File: config.mk
export PLATFORM = sky130hd
export DESIGN_NAME = ram_port_arbiter_flat
export DESIGN_NICKNAME = d
export VERILOG_FILES = /design/src/rtl/ram_port_arbiter_if.sv /design/src/rtl/ram_port_arbiter.sv /design/src/flat_wrapper.sv
export SDC_FILE = /design/constraint.sdc
export NUM_CORES = 1
export LEC_CHECK = 0
export CAP_MARGIN = 20
export CORE_MARGIN = 5
export CORE_UTILIZATION = 28
export CTS_BUF_LIST = sky130_fd_sc_hd__clkbuf_16
export DETAILED_ROUTE_END_ITERATION = 7
export PLACE_DENSITY_LB_ADDON = 0.3
export SETUP_SLACK_MARGIN = 0.15
export SLEW_MARGIN = 25
export SYNTH_ARGS = -nofsm -noshare
export SYNTH_HDL_FRONTEND = slang
export SYNTH_SLANG_ARGS = --single-unit
File: constraint.sdc
create_clock -name clock -period 2.3 [get_ports clock]
set_input_delay 0.575 -clock clock [delete_from_list [all_inputs] [get_ports clock]]
set_output_delay 0.575 -clock clock [all_outputs]
set_load 0.005 [all_outputs]
File: src/rtl/ram_port_arbiter_if.sv
// Bus bundle for ram_port_arbiter: two requester ports, the RAM macro pins and statistics.
// The slave modport is the arbiter's view; the master modport is the requester/RAM side.
interface ram_port_arbiter_if;
  logic        reqA;
  logic        weA;
  logic [7:0]  addrA;
  logic [15:0] wdataA;
  logic        ackA;
  logic        reqB;
  logic        weB;
  logic [7:0]  addrB;
  logic [15:0] wdataB;
  logic        ackB;
  logic [15:0] rdata;
  logic        busy;
  logic [7:0]  ramAddr;
  logic [15:0] ramWriteData;
  logic        ramWriteEn;
  logic        ramCLK;
  logic        ramCLKEn;
  logic [15:0] ramReadData;
  logic [7:0]  conflictCount;

  modport slave (
    input  reqA, weA, addrA, wdataA, reqB, weB, addrB, wdataB, ramReadData,
    output ackA, ackB, rdata, busy, ramAddr, ramWriteData, ramWriteEn,
           ramCLK, ramCLKEn, conflictCount
  );

  modport master (
    output reqA, weA, addrA, wdataA, reqB, weB, addrB, wdataB, ramReadData,
    input  ackA, ackB, rdata, busy, ramAddr, ramWriteData, ramWriteEn,
           ramCLK, ramCLKEn, conflictCount
  );
endinterface

File: src/rtl/ram_port_arbiter.sv
// Shares one 256x16 RAM port between requesters A and B, generating a full registered RAM cycle per grant.
// Optional contention counter enabled by defining RAM_ARB_STATS_EN.
module ram_port_arbiter #(
  parameter int PRIORITY_MODE = 0,
  parameter int HIGH_CYCLES   = 1
) (
  input  logic             clock,
  input  logic             resetn,
  ram_port_arbiter_if.slave bus
);

  typedef enum logic [2:0] {
    S_IDLE  = 3'd0,
    S_SETUP = 3'd1,
    S_HIGH  = 3'd2,
    S_LOW   = 3'd3,
    S_DONE  = 3'd4
  } state_t;

  localparam logic [3:0] HC_LAST = 4'(HIGH_CYCLES - 1);

  state_t      r_state;
  state_t      w_next_state;
  logic [3:0]  r_hcnt;
  logic [3:0]  w_hcnt_nxt;
  logic        r_gnt_b;
  logic        r_last_b;
  logic        w_gnt_b;
  logic        w_any_req;
  logic        w_conflict;
  logic        w_grant;
  logic        w_sel_we;
  logic [7:0]  w_sel_addr;
  logic [15:0] w_sel_wdata;

  logic        r_ackA;
  logic        r_ackB;
  logic [15:0] r_rdata;
  logic        r_busy;
  logic [7:0]  r_ram_addr;
  logic [15:0] r_ram_wdata;
  logic        r_ram_we;
  logic        r_ram_clk;
  logic        r_ram_clken;

  // Arbitration: tie goes to the requester that was not granted last, or always to A in fixed mode
  always_comb begin
    w_any_req  = bus.reqA | bus.reqB;
    w_conflict = bus.reqA & bus.reqB;
    if (PRIORITY_MODE != 0) begin
      w_gnt_b = bus.reqB & ~bus.reqA;
    end else begin
      w_gnt_b = bus.reqB & (~bus.reqA | ~r_last_b);
    end
    w_grant     = (r_state == S_IDLE) & w_any_req;
    w_sel_we    = w_gnt_b ? bus.weB    : bus.weA;
    w_sel_addr  = w_gnt_b ? bus.addrB  : bus.addrA;
    w_sel_wdata = w_gnt_b ? bus.wdataB : bus.wdataA;
  end

  // Next-state logic and ramCLK high-phase counter
  always_comb begin
    w_next_state = r_state;
    w_hcnt_nxt   = 4'd0;
    case (r_state)
      S_IDLE: begin
        if (w_any_req) begin
          w_next_state = S_SETUP;
        end else begin
          w_next_state = S_IDLE;
        end
      end
      S_SETUP: w_next_state = S_HIGH;
      S_HIGH: begin
        if (r_hcnt == HC_LAST) begin
          w_next_state = S_LOW;
        end else begin
          w_next_state = S_HIGH;
          w_hcnt_nxt   = r_hcnt + 4'd1;
        end
      end
      S_LOW:   w_next_state = S_DONE;
      S_DONE:  w_next_state = S_IDLE;
      default: w_next_state = S_IDLE;
    endcase
  end

  // State register
  always_ff @(posedge clock or negedge resetn) begin
    if (!resetn) begin
      r_state <= S_IDLE;
      r_hcnt  <= 4'd0;
    end else begin
      r_state <= w_next_state;
      r_hcnt  <= w_hcnt_nxt;
    end
  end

  // Outputs are registered from the next state so pins line up with the state they describe
  always_ff @(posedge clock or negedge resetn) begin
    if (!resetn) begin
      r_gnt_b     <= 1'b0;
      r_last_b    <= 1'b1;
      r_ram_addr  <= 8'd0;
      r_ram_wdata <= 16'd0;
      r_ram_we    <= 1'b0;
      r_ram_clk   <= 1'b0;
      r_ram_clken <= 1'b0;
      r_ackA      <= 1'b0;
      r_ackB      <= 1'b0;
      r_busy      <= 1'b0;
      r_rdata     <= 16'd0;
    end else begin
      if (w_grant) begin
        r_gnt_b     <= w_gnt_b;
        r_last_b    <= w_gnt_b;
        r_ram_addr  <= w_sel_addr;
        r_ram_wdata <= w_sel_wdata;
        r_ram_we    <= w_sel_we;
      end else if (r_state == S_LOW) begin
        r_ram_we    <= 1'b0;
      end
      if ((r_state == S_LOW) && !r_ram_we) begin
        r_rdata <= bus.ramReadData;
      end
      r_ram_clk   <= (w_next_state == S_HIGH);
      r_ram_clken <= (w_next_state == S_SETUP) | (w_next_state == S_HIGH) |
                     (w_next_state == S_LOW);
      r_ackA      <= (w_next_state == S_DONE) & ~r_gnt_b;
      r_ackB      <= (w_next_state == S_DONE) &  r_gnt_b;
      r_busy      <= (w_next_state != S_IDLE);
    end
  end

  assign bus.ackA         = r_ackA;
  assign bus.ackB         = r_ackB;
  assign bus.rdata        = r_rdata;
  assign bus.busy         = r_busy;
  assign bus.ramAddr      = r_ram_addr;
  assign bus.ramWriteData = r_ram_wdata;
  assign bus.ramWriteEn   = r_ram_we;
  assign bus.ramCLK       = r_ram_clk;
  assign bus.ramCLKEn     = r_ram_clken;

`ifdef RAM_ARB_STATS_EN
  logic [7:0] r_conflict_cnt;

  // Saturating count of grants made while both requesters were asking
  always_ff @(posedge clock or negedge resetn) begin
    if (!resetn) begin
      r_conflict_cnt <= 8'd0;
    end else if (w_grant && w_conflict && (r_conflict_cnt != 8'hFF)) begin
      r_conflict_cnt <= r_conflict_cnt + 8'd1;
    end
  end

  assign bus.conflictCount = r_conflict_cnt;
`else
  assign bus.conflictCount = 8'd0;
`endif

endmodule
File: src/flat_wrapper.sv
// flat-port wrapper written by rule: the top's interface ports become plain ports
module ram_port_arbiter_flat 
#(
  parameter int PRIORITY_MODE = 0,
  parameter int HIGH_CYCLES   = 1
)
  (clock, resetn, bus_reqA, bus_weA, bus_addrA, bus_wdataA, bus_reqB, bus_weB, bus_addrB, bus_wdataB, bus_ramReadData, bus_ackA, bus_ackB, bus_rdata, bus_busy, bus_ramAddr, bus_ramWriteData, bus_ramWriteEn, bus_ramCLK, bus_ramCLKEn, bus_conflictCount);
  ram_port_arbiter_if bus_i ();
  input  logic clock;
  input  logic resetn;
  input wire logic [$bits(bus_i.reqA)-1:0] bus_reqA;
  input wire logic [$bits(bus_i.weA)-1:0] bus_weA;
  input wire logic [$bits(bus_i.addrA)-1:0] bus_addrA;
  input wire logic [$bits(bus_i.wdataA)-1:0] bus_wdataA;
  input wire logic [$bits(bus_i.reqB)-1:0] bus_reqB;
  input wire logic [$bits(bus_i.weB)-1:0] bus_weB;
  input wire logic [$bits(bus_i.addrB)-1:0] bus_addrB;
  input wire logic [$bits(bus_i.wdataB)-1:0] bus_wdataB;
  input wire logic [$bits(bus_i.ramReadData)-1:0] bus_ramReadData;
  output wire logic [$bits(bus_i.ackA)-1:0] bus_ackA;
  output wire logic [$bits(bus_i.ackB)-1:0] bus_ackB;
  output wire logic [$bits(bus_i.rdata)-1:0] bus_rdata;
  output wire logic [$bits(bus_i.busy)-1:0] bus_busy;
  output wire logic [$bits(bus_i.ramAddr)-1:0] bus_ramAddr;
  output wire logic [$bits(bus_i.ramWriteData)-1:0] bus_ramWriteData;
  output wire logic [$bits(bus_i.ramWriteEn)-1:0] bus_ramWriteEn;
  output wire logic [$bits(bus_i.ramCLK)-1:0] bus_ramCLK;
  output wire logic [$bits(bus_i.ramCLKEn)-1:0] bus_ramCLKEn;
  output wire logic [$bits(bus_i.conflictCount)-1:0] bus_conflictCount;
  assign bus_i.reqA = bus_reqA;
  assign bus_i.weA = bus_weA;
  assign bus_i.addrA = bus_addrA;
  assign bus_i.wdataA = bus_wdataA;
  assign bus_i.reqB = bus_reqB;
  assign bus_i.weB = bus_weB;
  assign bus_i.addrB = bus_addrB;
  assign bus_i.wdataB = bus_wdataB;
  assign bus_i.ramReadData = bus_ramReadData;
  assign bus_ackA = bus_i.ackA;
  assign bus_ackB = bus_i.ackB;
  assign bus_rdata = bus_i.rdata;
  assign bus_busy = bus_i.busy;
  assign bus_ramAddr = bus_i.ramAddr;
  assign bus_ramWriteData = bus_i.ramWriteData;
  assign bus_ramWriteEn = bus_i.ramWriteEn;
  assign bus_ramCLK = bus_i.ramCLK;
  assign bus_ramCLKEn = bus_i.ramCLKEn;
  assign bus_conflictCount = bus_i.conflictCount;
  ram_port_arbiter #(.PRIORITY_MODE(PRIORITY_MODE), .HIGH_CYCLES(HIGH_CYCLES)) u_core (.clock(clock), .resetn(resetn), .bus(bus_i));
endmodule
Run 1, clock wiring as the flow saved it:
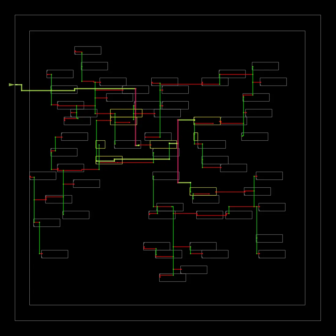
TritonCTS buffer count: 5
clock buf count: 5
flop count: 55
Clock Skew: 0.00774 ns

Run 1, clock distribution:
Scale bar: 20 µm.
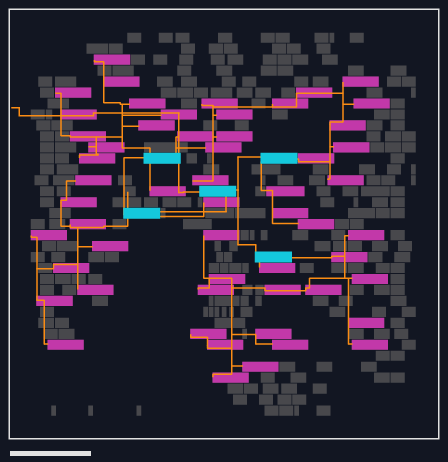
[magenta] flip-flops | count: 55
[orange] clock wires | length: 702 µm
[cyan] cells driving clock nets | count: 5
routed clock nets	6

Run 1, cell classes on the final placement:
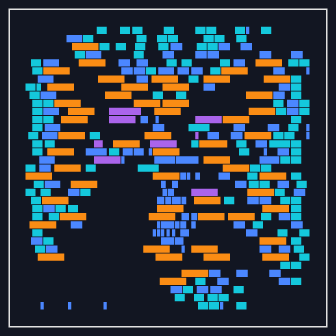
colour	class	cells
cyan	other buffers and delay cells	119
orange	flip-flops	55
purple	clock drivers and dummy loads	8
blue	all other logic	112

==> impl_metrics.json, run 1 <==
{
  "outcome": "finished, final reports clean",
  "syn_area_um2": 2590,
  "crit_start": "bus_reqB",
  "max-cap-violations": 0,
  "hpwl_um": 4210,
  "topCombFamilyByArea": "multiplexers",
  "mux_share_pct": 31.1,
  "busiest_layer": "met2",
  "hold_viol_final": 0,
  "clockBufferDepth": 2,
  "start_kind": "primary input",
  "nets": 365,
  "rsz0062_at_grt": "false",
  "ios": 124,
  "met3_usage_pct": 4.55,
  "rr_worst_depth": 3,
  "fmax_mhz": 520,
  "slew_violations": 0,
  "fin_setup_tns_ns": 0,
  "drt_wl_total_um": 5600,
  "cts_resized": 0,
  "period_needed_ns": 1.92,
  "compound_area_share_pct": 2.32,
  "antenna_found_initial": 0,
  "drive_gt1_share_pct": 27.6,
  "postRouteAntennaNets": 0,
  "synthXorXnorAreaFrac_pct": 0.338,
  "vias_per_cell": 4.35,
  "crit_path_frequent_cell": "mux2_2",
  "fp_util_pct": 28.4,
  "chip_area_um2": 11300,
  "critPathSlowestCell": "clkdlybuf4s50_1",
  "syn_to_final_growth_pct": 54.5,
  "max_stage_delay_ns": 0.49,
  "drtPass1Iterations": 2,
  "core_area_um2": 9110,
  "path_depth": 5,
  "grt_use_total_pct": 10.1,
  "ys_seq_share_pct": 53.2,
  "pre_cts_ws_ns": 0.0757,
  "r2r_end": "u_core.bus.ramWriteData[9]$_DFFE_PN0P_",
  "synth_area_leader_cell": "dfrtp_1",
  "dieHeight_um": 106,
  "layout_setup_ws_ns": 0.376,
  "met2_usage_pct": 15.2,
  "cts_tree": "done",
  "worstPathCellList": "clkdlybuf4s50_1, a21boi_4, buf_12, mux2_2, mux2_2",
  "first_iter_violations": 29,
  "reg2reg_from": "u_core.r_state[0]$_DFF_PN0_",
  "cts_sinks": 55,
  "cp_top_family": "buffers and inverters",
  "vias": 1763,
  "ys_ff": 55,
  "post_synth_num_cell_types": 28,
  "crit_buf_inv": 2,
  "required_ns": 2.47,
  "syn_area_per_cell_um2": 14.9,
  "gr-total-overflow": 0,
  "htree_levels": 2,
  "critical_path_class": "primary input to flip-flop",
  "arrival_ns": 2.10,
  "leakage_nw": 1.67,
  "setup_viol": 0,
  "grt_use_met1_pct": 13.1,
  "die_w_um": 106,
  "grt_max_degree": 36,
  "powerDensity_nw_per_um2": 1170,
  "top_area_share_pct": 52.2,
  "tool_warnings": 27,
  "gp_congestion": 0.661,
  "rows": 35,
  "root_buffer": "clkbuf_16",
  "grt_pass1_vias": 1944,
  "end_kind": "flip-flop"
}
-- run 1: layout by cell type, fill, tap and decap left out --
| cell | Yosys | final |
|---|---|---|
| buf_12 | 1 | 3 |
| nor3b_1 | 1 | 1 |
| bufinv_16 | 0 | 1 |
| mux2_4 | 11 | 11 |
| or2_2 | 1 | 1 |
| dfstp_2 | 1 | 1 |
| a21oi_1 | 5 | 5 |
| nand3b_4 | 1 | 1 |
| dfrtp_1 | 54 | 54 |
| nand3_1 | 1 | 1 |
| buf_4 | 8 | 1 |
| clkbuf_16 | 0 | 5 |
| mux2i_1 | 2 | 2 |
| inv_1 | 4 | 4 |
| nor2_8 | 1 | 1 |
| clkdlybuf4s50_1 | 0 | 114 |
| o31a_1 | 1 | 1 |
| conb_1 | 1 | 8 |
| ha_1 | 2 | 2 |
| nor2_1 | 6 | 6 |
| mux2_2 | 51 | 51 |
| a21boi_4 | 1 | 1 |
| buf_2 | 0 | 1 |
| nand3b_1 | 1 | 1 |
| mux2_1 | 4 | 4 |
| xor2_1 | 1 | 1 |
| nand2_1 | 2 | 2 |
| o21bai_1 | 1 | 1 |
| inv_6 | 0 | 1 |
| nor4_4 | 1 | 1 |
| nand2b_1 | 5 | 5 |
| clkinv_1 | 0 | 1 |
| or3b_2 | 1 | 1 |
-- run 1: state kept, by name, summed over array words and instances (netlist names) --
name and cells:
u_core.r_gnt_b 1, u_core.bus.ackB 1, u_core.bus.rdata 16, u_core.r_hcnt 4, u_core.bus.ramWriteData 16, u_core.bus.ramWriteEn 1
u_core.bus.ackA 1, u_core.bus.ramCLKEn 1, u_core.bus.ramAddr 8, u_core.r_state 3, u_core.r_last_b 1, u_core.bus.busy 1
u_core.bus.ramCLK 1
-- run 1: power by group --
group | switching [W] | internal (W)
Clock | 0.000339 | 0.000514
Sequential | 0.000279 | 0.00143
Combinational | 0.000634 | 0.00147
-- run 1: metrics by stage --
stage	total power (W)	cell area, µm²	hold WS [ns]	instances	utilization, %
floorplan	0.00277	2620	0.279	181	-
global placement	0.00385	3830	0.434	397	42.1
detailed placement	0.00388	3830	0.434	397	42.1
CTS	0.00477	4000	0.257	405	43.9
global route	0.00500	4000	0.282	405	43.9
finish	0.00467	4000	0.245	405	43.9
-- run 1: synthesized netlist by cell type --
cell,n
nor2_8,1
buf_6,5
inv_1,4
mux2i_1,2
nor4_4,1
conb_1,1
nand3_1,1
a21oi_1,5
nand2_1,2
dfstp_2,1
or2_2,1
mux2_1,4
or3b_2,1
o21bai_1,1
nor2_1,6
ha_1,2
a21boi_4,1
o31a_1,1
nor3b_1,1
buf_12,1
mux2_4,11
dfrtp_1,54
xor2_1,1
nand2b_1,5
nand3b_1,1
mux2_2,51
buf_4,8
nand3b_4,1
-- run 1: metal layers --
layer,vias up,part of all wire (%)
li1,832,-
met1,843,44
met2,83,44
met3,5,12
met4,0,0.73
met5,-,0
-- run 1: area by class of cell --
cell class                      count  area [µm²]
Tap cell                          111         139
Fill cell                         856        5110
Multi-Input combinational cell    108        1090
Timing Repair Buffer              119        1210
Clock inverter                      3        42.5
Sequential cell                    55        1380
Clock buffer                        5         125
Inverter                            4        15.0
--- run 2 (diff from run 1) ---
clock period = 1.9 ns   (was 2.3 ns; I/O delays follow)
==> impl_metrics.json, run 2 <==
{
  "core_area_um2": 9110,
  "ios": 124,
  "fp_util_pct": 28.4,
  "postRouteAntennaNets": 0,
  "rows": 35,
  "placed_cell_area_um2": 3850,
  "post-route-drc-count": 0,
  "area_leaders": "dfrtp_1, mux2_2, mux2_4",
  "ys_seq_share_pct": 53.2,
  "yosys_area_um2": 2590,
  "cts_tree": "done",
  "setup_viol": 0,
  "synth_area_leader_cell": "dfrtp_1",
  "gp_congestion": 0.648,
  "start_kind": "primary input",
  "clkLatencyLatePin_ns": 0.29,
  "ys_cells": 174,
  "grt_pass1_wl_um": 9730,
  "drt_wl_total_um": 6090,
  "fillCellCount": 861,
  "cts_buffers": 5,
  "antenna_cells": 0,
  "outcome": "finished, final reports clean",
  "end_kind": "flip-flop",
  "grt_max_degree": 23,
  "drt-wirelength-per-cell_um": 14.8,
  "powerDensity_nw_per_um2": 1410,
  "syn_area_per_cell_um2": 14.9,
  "grt_use_total_pct": 10.8,
  "synthCells": 174,
  "relSlewSlack_pct": 61.7,
  "chip_area_um2": 11300,
  "layout_top_cell": "clkdlybuf4s50_1",
  "drive_gt1_share_pct": 29.9,
  "portBuffers": 115,
  "critical_path_class": "primary input to flip-flop",
  "syn_to_final_growth_pct": 58.1,
  "fin_crit_sh_pct": 89.0,
  "root_buffer": "clkbuf_16",
  "ys_ff": 55,
  "rsz0062_at_grt": "true",
  "syn_area_um2": 2590,
  "first_iter_violations": 34,
  "max-cap-violations": 0,
  "hold_viol_final": 0,
  "post_synth_num_cell_types": 28,
  "vias": 1777,
  "min_path_type": "primary input to asynchronous set/reset pin",
  "edf_count": 0,
  "nets": 372,
  "dieHeight_um": 106,
  "worst_pin_slew_ns": 0.575,
  "gr-total-overflow": 0,
  "fmax_mhz": 591,
  "htree_levels": 2,
  "clkTransAtPathRegs_ns": 0.07,
  "leakage_nw": 1.73,
  "finish.instance_area_um2": 4090,
  "async_reset_ff_share_pct": 100,
  "final_cell_mix": "clkdlybuf4s50_1, dfrtp_1, mux2_2",
  "cts_sinks": 55,
  "grt_pass1_vias": 1909,
  "hpwl_um": 4470,
  "top_area_share_pct": 52.2,
  "flop_cell": "dfrtp_1",
  "slew_violations": 0,
  "antenna_found_initial": 0,
  "arrival_ns": 1.87,
  "drtPass1Iterations": 4,
  "regToRegSetupSlack_ns": 0.27,
  "ir_drop_mv": 0.634,
  "common_cells": "dfrtp_1, mux2_2, mux2_4",
  "path_max_fanout": 12,
  "die_w_um": 106,
  "tool_warnings": 28,
  "clockBufferDepth": 2,
  "period_needed_ns": 1.69,
  "synth_warnings": 0,
  "required_ns": 2.08,
  "p_total_w": 0.00576,
  "post-synth-top-count-cell": "dfrtp_1",
  "vias_per_cell": 4.31,
  "finClkSkew_ns": 0.00350
}
[run 2: cell type report]
cell class	instances	area (µm²)	share of cell area, %
flip-flops and latches	55	1380	33.7
repair buffers	126	1300	31.8
multi-input cells	108	1090	26.5
well taps	111	139	3.39
clock buffers	5	125	3.06
clock inverters	3	47.5	1.16
inverters	4	15.0	0.367
[run 2: cells by family after synthesis]
| logic type | count (synthesis) | share of synthesized area [%] |
|---|---|---|
| xor gates and xnor gates | 1 | 0.338 |
| adders and majority gates | 2 | 0.966 |
| DFF | 55 | 53.2 |
| muxes | 68 | 31.1 |
| buffers and inverters | 18 | 5.85 |
| AOI/OAI and AO/OA | 8 | 2.32 |
| other | 1 | 0.145 |
| and+or+nand+nor | 21 | 6.09 |
[run 2: routing by layer]
metal	share of wire [%]	global-route usage, %	up-vias
li1	-	-	845
met1	45	14.4	844
met2	45	16.9	83
met3	10	4.07	5
met4	0.69	1.94	0
met5	0	0	-
[run 2: worst max-delay path, stage by stage]
cell	delay, ns
dlygate4sd2_1	0.27
a21boi_4	0.21
bufbuf_16	0.32
mux2_2	0.33
mux2_2	0.26
[run 2: where the power goes]
part | leakage (nW) | internal (W) | switching (W)
Clock | 0.0844 | 0.000629 | 0.000428
Sequential | 0.661 | 0.00173 | 0.000334
Combinational | 0.985 | 0.00184 | 0.000796
[run 2: stage by stage]
step / hold WS [ns] / worst slack (ns) / setup TNS (ns) / cells / utilization, %
after global routing: 0.224 / 0.148 / 0 / 412 / 44.9
after global placement: 0.432 / -0.196 / -4.51 / 401 / 42.3
after detailed placement: 0.429 / -0.220 / -5.12 / 401 / 42.3
after CTS: 0.204 / 0.151 / 0 / 411 / 44.8
final: 0.179 / 0.209 / 0 / 412 / 44.9
after floorplan: 0.179 / 0.269 / 0 / 181 / -
[run 2: repair_timing]
action / 4_1_cts / 5_1_grt
resized: 3 / 0
endpoints found under the hold margin: 0 / 0
setup buffers: 0 / 1
hold buffers: 0 / 0
cloned: 2 / 0
pin swaps: 1 / 1
setup endpoints to repair: 25 / 9
[run 2: worst paths after layout]
check / startpoint / endpoint / cells past startpoint
worst max-delay path: bus_reqA / u_core.bus.ramAddr[2]$_DFFE_PN0P_ / 5
worst min-delay path: resetn / u_core.bus.ackB$_DFF_PN0_ / 1
worst max register to register: u_core.r_last_b$_DFFE_PN1P_ / u_core.bus.ramWriteData[0]$_DFFE_PN0P_ / 4
worst min register to register: u_core.r_gnt_b$_DFFE_PN0P_ / u_core.bus.ackA$_DFF_PN0_ / 1
max in group asynchronous: resetn / u_core.bus.ramWriteEn$_DFFE_PN0P_ / 2
min in group clock: u_core.r_gnt_b$_DFFE_PN0P_ / u_core.bus.ackA$_DFF_PN0_ / 1
Run 2, where the registers sit:
Other sequential cells in the stronger grey, the rest of the logic in the fainter grey.
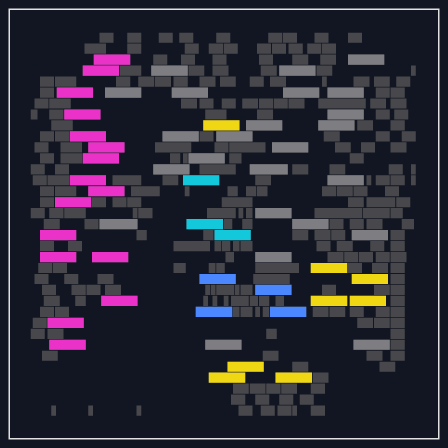
colour	netlist name	flops
yellow	u_core.bus.ramAddr	8
magenta	u_core.bus.rdata	16
blue	u_core.r_hcnt	4
cyan	u_core.r_state	3
Seq/total area: 33.7%
sequential cell area: 1380 µm²
power in sequential cells: 0.00206 W

No activity file was given, so power comes from the tool's default toggle rates.
